$ cat src/rtl/pulse_gen_pkg.sv
// Shared definitions for the pulse generator: channel FSM encoding and default sizing.
package pulse_gen_pkg;

    typedef enum logic {
        ST_IDLE = 1'b0,
        ST_RUN  = 1'b1
    } state_t;

    localparam int DEF_CH = 4;
    localparam int DEF_CW = 8;

endpackage

$ cat src/rtl/pulse_gen_ch.sv
// One pulse generator channel: latches P/W/mode at start and runs a (P+1)-cycle period.
// Outputs are registered one cycle ahead of the counter, so wrap/done coincide with count==P.
module pulse_gen_ch
    import pulse_gen_pkg::*;
#(
    parameter int CW = DEF_CW
) (
    input  logic          clk,
    input  logic          reset,
    input  logic          start,
    input  logic          stop,
    input  logic          mode,
    input  logic [CW-1:0] period,
    input  logic [CW-1:0] width,
`ifdef PULSE_GEN_BURST_EN
    input  logic [CW-1:0] burst_len,
`endif
    output logic          pulse,
    output logic          wrap,
    output logic          busy,
    output logic          done
);

    state_t        state_q, state_d;
    logic [CW-1:0] count_q, count_d;
    logic [CW-1:0] p_q, p_d;
    logic [CW-1:0] w_q, w_d;
    logic          mode_q, mode_d;
    logic          pulse_q, pulse_d;
    logic          wrap_q, wrap_d;
    logic          done_q, done_d;
    logic          period_end;
    logic          last_now;
    logic          last_next;
    logic          last_at_start;
    logic          finish;

`ifdef PULSE_GEN_BURST_EN
    logic [CW-1:0] pcnt_q, pcnt_d;
    logic [CW-1:0] burst_q, burst_d;
`endif

    always_ff @(posedge clk) begin
        if (reset) begin
            state_q <= ST_IDLE;
            count_q <= '0;
            p_q     <= '0;
            w_q     <= '0;
            mode_q  <= 1'b0;
            pulse_q <= 1'b0;
            wrap_q  <= 1'b0;
            done_q  <= 1'b0;
`ifdef PULSE_GEN_BURST_EN
            pcnt_q  <= '0;
            burst_q <= '0;
`endif
        end else begin
            state_q <= state_d;
            count_q <= count_d;
            p_q     <= p_d;
            w_q     <= w_d;
            mode_q  <= mode_d;
            pulse_q <= pulse_d;
            wrap_q  <= wrap_d;
            done_q  <= done_d;
`ifdef PULSE_GEN_BURST_EN
            pcnt_q  <= pcnt_d;
            burst_q <= burst_d;
`endif
        end
    end

    assign period_end = (count_q == p_q);

    // "last" means the current (or upcoming) period is the final one of a one-shot run.
`ifdef PULSE_GEN_BURST_EN
    assign last_now      = (pcnt_q == burst_q);
    assign last_at_start = (burst_len == '0);
    assign last_next     = (pcnt_d == burst_q);
`else
    assign last_now      = 1'b1;
    assign last_at_start = 1'b1;
    assign last_next     = 1'b1;
`endif

    assign finish = (state_q == ST_RUN) && mode_q && period_end && last_now;

    always_comb begin
        state_d = state_q;
        if (stop) begin
            state_d = ST_IDLE;
        end else if (start) begin
            state_d = ST_RUN;
        end else if (finish) begin
            state_d = ST_IDLE;
        end
    end

    always_comb begin
        count_d = count_q;
        p_d     = p_q;
        w_d     = w_q;
        mode_d  = mode_q;
        pulse_d = 1'b0;
        wrap_d  = 1'b0;
        done_d  = 1'b0;
`ifdef PULSE_GEN_BURST_EN
        pcnt_d  = pcnt_q;
        burst_d = burst_q;
`endif
        if (stop) begin
            count_d = count_q;
        end else if (start) begin
            p_d     = period;
            w_d     = width;
            mode_d  = mode;
            count_d = '0;
`ifdef PULSE_GEN_BURST_EN
            pcnt_d  = '0;
            burst_d = burst_len;
`endif
            pulse_d = (width != '0);
            wrap_d  = (period == '0);
            done_d  = mode && (period == '0) && last_at_start;
        end else if ((state_q == ST_RUN) && !finish) begin
            count_d = period_end ? '0 : count_q + 1'b1;
`ifdef PULSE_GEN_BURST_EN
            pcnt_d  = period_end ? pcnt_q + 1'b1 : pcnt_q;
`endif
            pulse_d = (count_d < w_q);
            wrap_d  = (count_d == p_q);
            done_d  = mode_q && wrap_d && last_next;
        end
    end

    always_comb begin
        pulse = pulse_q;
        wrap  = wrap_q;
        busy  = (state_q == ST_RUN);
        done  = done_q;
    end

endmodule

$ cat src/rtl/pulse_gen.sv
// CH-channel programmable pulse generator; each channel is an independent pulse_gen_ch.
// Define PULSE_GEN_BURST_EN to add burst_len (one-shot runs burst_len+1 periods).
module pulse_gen
    import pulse_gen_pkg::*;
#(
    parameter int CH = DEF_CH,
    parameter int CW = DEF_CW
) (
    input  logic             clk,
    input  logic             reset,
    input  logic [CH-1:0]    start,
    input  logic [CH-1:0]    stop,
    input  logic [CH-1:0]    mode,
    input  logic [CH*CW-1:0] period,
    input  logic [CH*CW-1:0] width,
`ifdef PULSE_GEN_BURST_EN
    input  logic [CH*CW-1:0] burst_len,
`endif
    output logic [CH-1:0]    pulse,
    output logic [CH-1:0]    wrap,
    output logic [CH-1:0]    busy,
    output logic [CH-1:0]    done
);

    for (genvar i = 0; i < CH; i++) begin : g_ch
        pulse_gen_ch #(
            .CW(CW)
        ) u_ch (
            .clk      (clk),
            .reset    (reset),
            .start    (start[i]),
            .stop     (stop[i]),
            .mode     (mode[i]),
            .period   (period[i*CW +: CW]),
            .width    (width[i*CW +: CW]),
`ifdef PULSE_GEN_BURST_EN
            .burst_len(burst_len[i*CW +: CW]),
`endif
            .pulse    (pulse[i]),
            .wrap     (wrap[i]),
            .busy     (busy[i]),
            .done     (done[i])
        );
    end

endmodule

$ cat config.mk
export PLATFORM = sky130hd
export DESIGN_NAME = pulse_gen
export DESIGN_NICKNAME = d
export VERILOG_FILES = /design/src/rtl/pulse_gen_pkg.sv /design/src/rtl/pulse_gen_ch.sv /design/src/rtl/pulse_gen.sv
export SDC_FILE = /design/constraint.sdc
export NUM_CORES = 1
export LEC_CHECK = 0
export CORE_MARGIN = 4
export CORE_UTILIZATION = 25
export DETAILED_ROUTE_END_ITERATION = 7
export GPL_ROUTABILITY_DRIVEN = 0
export GPL_TIMING_DRIVEN = 0
export SETUP_SLACK_MARGIN = 0.3
export SYNTH_ARGS = -nofsm -noshare
export SYNTH_HDL_FRONTEND = slang
export SYNTH_HIERARCHICAL = 1
export SYNTH_SLANG_ARGS = --single-unit
$ cat constraint.sdc
create_clock -name clk -period 3 [get_ports clk]
set_input_delay 0.3 -clock clk [delete_from_list [all_inputs] [get_ports clk]]
set_output_delay 0.3 -clock clk [all_outputs]
set_load 0.02 [all_outputs]
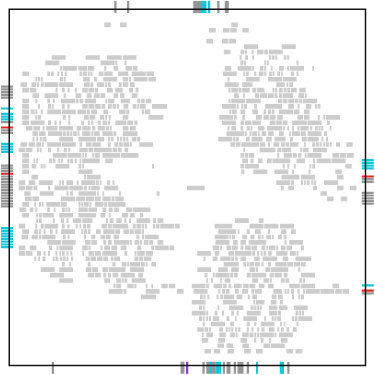
**Above:** run 1 (pin map).
Drawn at 2 px/µm. Pins as bars across the die edge, other pins in grey.
Purple shows reset, pins 1, direction input, edge bottom. Cyan shows period, pins 32, direction input, edge 16 left, 7 bottom, 5 right, 4 top. Red shows wrap, pins 4, direction output, edge 2 left, 2 right.
All pins by edge: 41 left, 25 bottom, 15 right, 13 top.

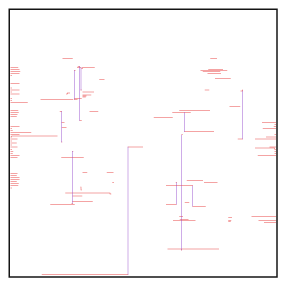
**Above:** run 1 (signal wires by layer).
Drawn at 1.5 px/µm. Only two layers are drawn.
Purple shows metal 4, wire length 360 µm. Red shows metal 3, wire length 802 µm.
total global routing track utilization: 12.6%
DRT Wirelength: 19800 µm
wire length per cell after detailed routing: 14.1 µm
vias after detailed routing: 6679

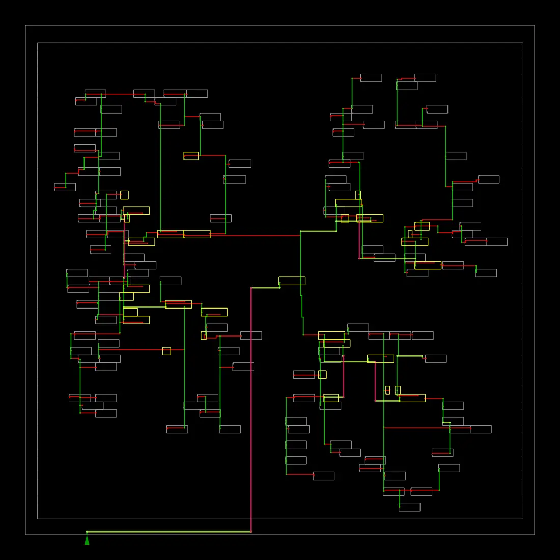
**Above:** run 1 (clock wiring as the flow saved it).
count of flip-flops and latches: 116
later-pin clock latency in the skew report: 410 ps
count of clock tree sinks: 116

==> flow_summary.yaml, run 1 <==
# synthesis and place-and-route metrics
floorplan:
  vert_die_dim_um: 177
  num_tap_cells: 378
routing:
  avgViaCountPerCell: 4.75
  drt_first_pass_iters: 5
  highest-signal-layer: "met4"
timing:
  worst_pin_slew_ps: 700
  tns_ps: 0
  finalCritPeriodShare_pct: 87.3
  grt_setup_unrepaired: "true"
  finalWorstSetupSlack_ps: 380
power:
  powerClk_mw: 1.90
  p_sw_share_pct: 26.8
  net-switching-power_mw: 1.12
  internal_power_mw: 3.06
  power.leakage_nw: 3.47
worst_setup_path:
  crit_end: "g_ch[3].u_ch/pulse$_SDFF_PP0_"
  crit_chain: "buf_6 > xor2_1 > nor4_4 > buf_4 > and2_4 > nor2_1 > ha_1 > and4_1 > a211oi_2 > a21boi_1 > nor3_1 > o311a_1"
  critical_path_arrival_ps: 2980
  critPathMaxStageDelay_ps: 320
final_layout:
  area.share.combinational_pct: 48.0
  final_core_util_pct: 33.4
  layoutNonFillerInstCount: 1405
  buffers: 164
  drive_above_1_share_pct: 13.4
  final_net_count: 1120
  most-common-layout-cells: "sky130_fd_sc_hd__nand2_1 (171), sky130_fd_sc_hd__dfxtp_1 (113), sky130_fd_sc_hd__a21oi_1 (100)"
  largestClassByArea: "combinational gates"
hold_path:
  timing.hold.worst.class: "input pin to register"
  hold_path_depth: 2
synthesis:
  yosys.area_share.adder_pct: 4.88
  postSynthNetCount: 992
  synth_dominant_cell_count: "sky130_fd_sc_hd__nand2_1"
  netlist.area_leader.share_pct: 32.4
  synth_area_per_cell_um2: 8.10
  synth_flops: 116
cts:
  cts_made_buffers: 17
  clockBufferDepth: 2
run:
  warnings: 28
status:
  status: "completed"
==> run 1 -> run 2 <==
--- a/config.mk
+++ b/config.mk
@@ -5,6 +5,7 @@
 export SDC_FILE = /design/constraint.sdc
 export NUM_CORES = 1
 export LEC_CHECK = 0
+export CAP_MARGIN = 30
 export CORE_MARGIN = 4
 export CORE_UTILIZATION = 25
 export DETAILED_ROUTE_END_ITERATION = 7
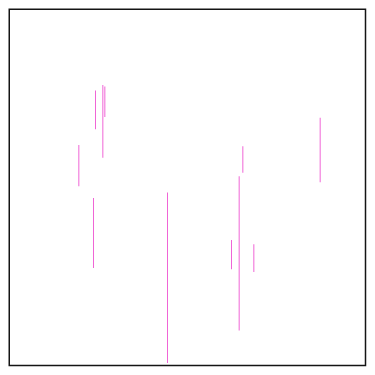
**Above:** run 2 (metal 4).
Drawn at 2 px/µm.
The layer carries 360 µm of wire. 9 nets have wire on it. The layer holds 1.8% of the routed length.

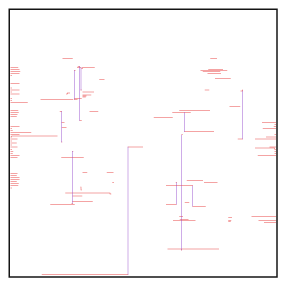
**Above:** run 2 (signal wires by layer).
Drawn at 1.5 px/µm. Only two layers are drawn.
Red shows metal 3, wire length 802 µm. Purple shows metal 4, wire length 360 µm.

==> run 2 against run 1 <==
Compared with the run above: first-iteration DRC count stayed put; utilization is the same; largest power group unchanged; largest cell class unchanged; routed wire length unchanged; cell area stayed put; flip-flop count did not move; setup slack is the same; maximum frequency stayed put; count of clock-buffer cells in the layout is the same; via count did not move.
==> flow_summary.yaml, run 2 <==
# synthesis and place-and-route metrics
status:
  status: "completed"
final_layout:
  flop-count: 116
  buffers: 164
  final_core_util_pct: 33.4
  area.share.combinational_pct: 48.0
  layoutNonFillerInstCount: 1405
  drive_above_1_share_pct: 13.4
  most-common-layout-cells: "sky130_fd_sc_hd__nand2_1 (171), sky130_fd_sc_hd__dfxtp_1 (113), sky130_fd_sc_hd__a21oi_1 (100)"
  largestClassByArea: "combinational gates"
timing:
  grt_setup_unrepaired: "true"
  tns_ps: 0
  worst_pin_slew_ps: 700
cts:
  worstSkewPairLatency_ps: 410
  clockBufferDepth: 2
  cts.sinks: 116
  cts_made_buffers: 17
global_route:
  total_global_routing_track_utilization_pct: 12.6
synthesis:
  netlist.area_leader.share_pct: 32.4
  synth_dominant_cell_count: "sky130_fd_sc_hd__nand2_1"
  postSynthNetCount: 992
worst_setup_path:
  crit_end: "g_ch[3].u_ch/pulse$_SDFF_PP0_"
  crit_chain: "buf_6 > xor2_1 > nor4_4 > buf_4 > and2_4 > nor2_1 > ha_1 > and4_1 > a211oi_2 > a21boi_1 > nor3_1 > o311a_1"
  critical_path_arrival_ps: 2980
  critPathMaxStageDelay_ps: 320
routing:
  highest-signal-layer: "met4"
  avgViaCountPerCell: 4.75
  finalWirelength_um: 19800
  drt-wirelength-per-cell_um: 14.1
  drt_first_pass_iters: 5
  routed-via-count: 6679
hold_path:
  hold_path_depth: 2
  timing.hold.worst.class: "input pin to register"
floorplan:
  num_tap_cells: 378
power:
  internal_power_mw: 3.06
  net-switching-power_mw: 1.12
  powerClk_mw: 1.90
  p_sw_share_pct: 26.8
run:
  warnings: 28
No activity file was given, so power comes from the tool's default toggle rates.
